==> config.mk <==
export PLATFORM = sky130hd
export DESIGN_NAME = alu_system_control_unit
export DESIGN_NICKNAME = d
export VERILOG_FILES = /design/src/rtl/alu_system_control_unit.sv
export SDC_FILE = /design/constraint.sdc
export NUM_CORES = 1
export LEC_CHECK = 0
export CAP_MARGIN = 25
export CORE_MARGIN = 4
export CORE_UTILIZATION = 32
export CTS_BUF_LIST = sky130_fd_sc_hd__clkbuf_8 sky130_fd_sc_hd__clkbuf_16
export DETAILED_ROUTE_END_ITERATION = 6
export PLACE_DENSITY = 0.86
export RECOVER_POWER = 25
export SLEW_MARGIN = 10
export SYNTH_ARGS = -nofsm -noshare
export SYNTH_HDL_FRONTEND = slang
export SYNTH_SLANG_ARGS = --single-unit
==> constraint.sdc <==
create_clock -name Clock -period 4.55 [get_ports Clock]
set_input_delay 0.91 -clock Clock [delete_from_list [all_inputs] [get_ports Clock]]
set_output_delay 0.91 -clock Clock [all_outputs]
set_load 0.01 [all_outputs]
run_1/sizes.png
Drawn at 6 px/um.
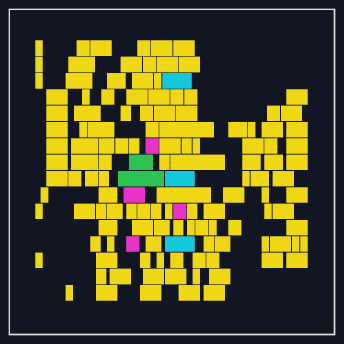
legend:
  yellow:
    size: _0 and _1 cells
    cells: 124
  magenta:
    size: _2 cells
    cells: 4
  cyan:
    size: _6 and larger
    cells: 3
  green:
    size: _3 and _4 cells
    cells: 2
bufs w/o clock: 45
area added between synthesis and finish: 65.9%
minimum setup slack in the final design: 0.468 ns
area of all placed cells without fillers: 0.00112 mm2

run_1/logic_types.png
Drawn at 6 px/um.
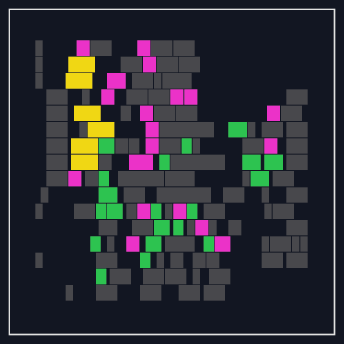
legend:
  green:
    family: aoi and oai cells
    cells: 20
  magenta:
    family: and/or cells
    cells: 19
  yellow:
    family: fa/ha/maj cells
    cells: 6
tally of non-filler cells in the final layout: 160
top logic cell by instance count in the layout: sky130_fd_sc_hd__clkdlybuf4s50_1

run_1/clocks.png
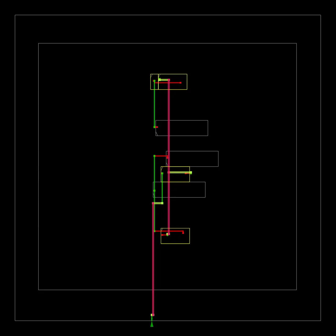
final-layout clock buffer total: 3
# clock sinks: 3
Final Skew: 0.00238 ns
total clock buffers created by CTS: 3

==> qor.json <==
{
  "r2r_cells": 2,
  "rows": 16,
  "final-clk-cell-share_pct": 4.02,
  "post_cts.resized_instances": 0,
  "max_cap_viol_count": 0,
  "rsz0062_at_grt": "false",
  "synthDistinctLibCells": 29,
  "via_count_normalized_by_instance_count": 4.79,
  "cts-htree-levels": 1,
  "layout.comb_gates.multi_input": 73,
  "multiInputGateArea_um2": 487,
  "finalMaxSlewViolations": 0,
  "layout.area.seq_um2": 75.1,
  "sh_seq_area_pct": 6.70,
  "inverters_excl_clock": 8,
  "post-route-drc-count": 0,
  "max_clock_freq_mhz": 245,
  "initial_antenna_violation_count": 0,
  "initCoreUtil_pct": 34.1,
  "worst-path-max-fanout": 18,
  "chip_width_um": 54.0,
  "top_area_cell": "sky130_fd_sc_hd__buf_4",
  "power_density_mw_per_mm2": 328,
  "path_clk_slew_ns": 0.03,
  "tapCellCount": 27,
  "warnings": 42,
  "post_cts.repair.setup_buffers": 0,
  "synth_chip_area_um2": 676,
  "via_count": 766,
  "drtAntennaViolNets": 0,
  "yosys-stat-cells": 92,
  "ioPinCount": 66,
  "flop_cell": "sky130_fd_sc_hd__dfrtp_1",
  "cp_data_required_time_ns": 3.64,
  "count_of_endpoints_failing_setup_in_the_final_report": 0,
  "syn-mean-instance-area_um2": 7.34,
  "ir_drop_mv": 0.190,
  "number_of_enable_flip_flop_cells": 0,
  "synth-warning-count": 0,
  "finalPower_mw": 0.368,
  "postRouteWirelength_mm": 1.96,
  "grt.total_usage_pct": 14.3,
  "grt_max_degree": 19,
  "area_share_top_type_pct": 14.4,
  "dpl_cell_area_mm2": 0.00108,
  "critPathLaunchType": "input pin",
  "port_buffers": 45,
  "antenna_cells_inserted": 0,
  "wl_per_cell_um": 12.2,
  "worst_hold_slack_ns": 0.622,
  "ys_seq_share_pct": 11.1,
  "grt_pass1_wl_mm": 3.02,
  "drt_iter0_drc": 7,
  "synth.cells.most_frequent": "sky130_fd_sc_hd__buf_4 (13), sky130_fd_sc_hd__and3_1 (8), sky130_fd_sc_hd__inv_1 (8)",
  "core_area_mm2": 0.00198,
  "synth.area.top_cells": "sky130_fd_sc_hd__buf_4 (14%), sky130_fd_sc_hd__dfrtp_1 (11%), sky130_fd_sc_hd__ha_1 (11%), sky130_fd_sc_hd__and3_1 (7.4%), sky130_fd_sc_hd__o41ai_1 (5.2%)",
  "finalWeightedCongestion": 0.798,
  "hpwl_mm": 1.59,
  "comb_share_pct": 43.4,
  "largest_register_ffs": 3,
  "worst_setup_path_end_kind": "output pin",
  "placed_cells": 156,
  "hold_buffers": 0,
  "post_synth_instance_area_um2": 676,
  "design.die.area_mm2": 0.00291,
  "clkLatencyLatePin_ns": 0.22,
  "tritoncts": "yes",
  "drive_gt1_share_pct": 6.77,
  "netlist.top_cell.by_instances": "sky130_fd_sc_hd__buf_4",
  "globalRoute.totalOverflow": 0,
  "fin_crit_ns": 4.08,
  "finalClockPeriodUsage_pct": 89.7,
  "setup_total_negative_slack_ns": 0,
  "ff2ff_setup_slack_ns": 3.25,
  "worstHoldPathType": "flip-flop to flip-flop",
  "die.size.y_um": 54.0,
  "async_flop_share_pct": 100,
  "worst-endpoint-arrival_ns": 3.17,
  "netlist_instances": 92,
  "numSequentialCells": 3,
  "n_fill_cell": 182,
  "status": "completed",
  "grt_pass1_vias": 717,
  "cts.root.buffer_cell": "sky130_fd_sc_hd__clkbuf_8",
  "buffer_area_share_pct": 40.2,
  "yosys_register_bits": 3
}
==> run 1: logic make-up after synthesis <==
logic type	after synthesis	share of synthesized area [%]
and+or+nand+nor	38	37.2
buffers and inverters	24	20.9
AOI/OAI and AO/OA	20	19.1
adders and majority gates	6	11.1
DFF	3	11.1
other	1	0.555
==> run 1: through the flow <==
step / setup WS, ns / utilization, %
floorplan: 1.56 / -
global placement: 0.576 / 54.4
detailed placement: 0.517 / 54.4
CTS: 0.508 / 56.7
global route: 0.335 / 56.6
finish: 0.468 / 56.6
==> run 1: per-layer routing <==
layer / track usage [%] / share of wire [%] / vias up
li1: - / - / 381
met1: 14.5 / 37 / 345
met2: 27.0 / 52 / 35
met3: 1.66 / 8.4 / 5
met4: 8.94 / 2.4 / 0
met5: 0 / 0 / -
==> run 1: power by group <==
part,switching [mW],leakage [nW],internal (mW)
registers,0.0150,0.0377,0.0346
logic,0.114,0.459,0.127
clock network,0.0194,0.0269,0.0576
==> run 1: cells in the final DEF, fill, tap and decap left out <==
| cell type | Yosys | final |
|---|---|---|
| sky130_fd_sc_hd__clkdlybuf4s50_1 | 0 | 41 |
| sky130_fd_sc_hd__inv_1 | 8 | 9 |
| sky130_fd_sc_hd__conb_1 | 1 | 9 |
| sky130_fd_sc_hd__and3_1 | 8 | 8 |
| sky130_fd_sc_hd__a21oi_1 | 6 | 6 |
| sky130_fd_sc_hd__ha_1 | 6 | 6 |
| sky130_fd_sc_hd__o21ai_0 | 5 | 5 |
| sky130_fd_sc_hd__and2_1 | 5 | 5 |
| sky130_fd_sc_hd__nand2b_1 | 5 | 5 |
| sky130_fd_sc_hd__nor2_1 | 4 | 4 |
| sky130_fd_sc_hd__o41ai_1 | 4 | 4 |
| sky130_fd_sc_hd__dlygate4sd3_1 | 0 | 4 |
| sky130_fd_sc_hd__or2_2 | 3 | 3 |
| sky130_fd_sc_hd__o31ai_1 | 3 | 3 |
| sky130_fd_sc_hd__clkbuf_8 | 0 | 3 |
| sky130_fd_sc_hd__dfrtp_1 | 3 | 3 |
| sky130_fd_sc_hd__nand2_1 | 1 | 2 |
| sky130_fd_sc_hd__nor2b_1 | 2 | 2 |
| sky130_fd_sc_hd__nor3_1 | 2 | 2 |
| sky130_fd_sc_hd__or2b_1 | 1 | 1 |
| sky130_fd_sc_hd__nand3_1 | 1 | 1 |
| sky130_fd_sc_hd__a21boi_0 | 1 | 1 |
| sky130_fd_sc_hd__nand4b_1 | 1 | 1 |
| sky130_fd_sc_hd__nor3_2 | 1 | 1 |
| sky130_fd_sc_hd__or3_4 | 1 | 1 |
| sky130_fd_sc_hd__and3b_1 | 1 | 1 |
| sky130_fd_sc_hd__nor4_4 | 1 | 1 |
| sky130_fd_sc_hd__o311ai_0 | 1 | 1 |
==> run 1: worst max-delay path, stage by stage <==
cell                              delay [ns]
sky130_fd_sc_hd__dlygate4sd3_1          0.60
sky130_fd_sc_hd__or2_2                  0.45
sky130_fd_sc_hd__nor3_2                 0.45
sky130_fd_sc_hd__and3b_1                0.23
sky130_fd_sc_hd__clkdlybuf4s50_1        0.53
No activity file was given, so power comes from the tool's default toggle rates.
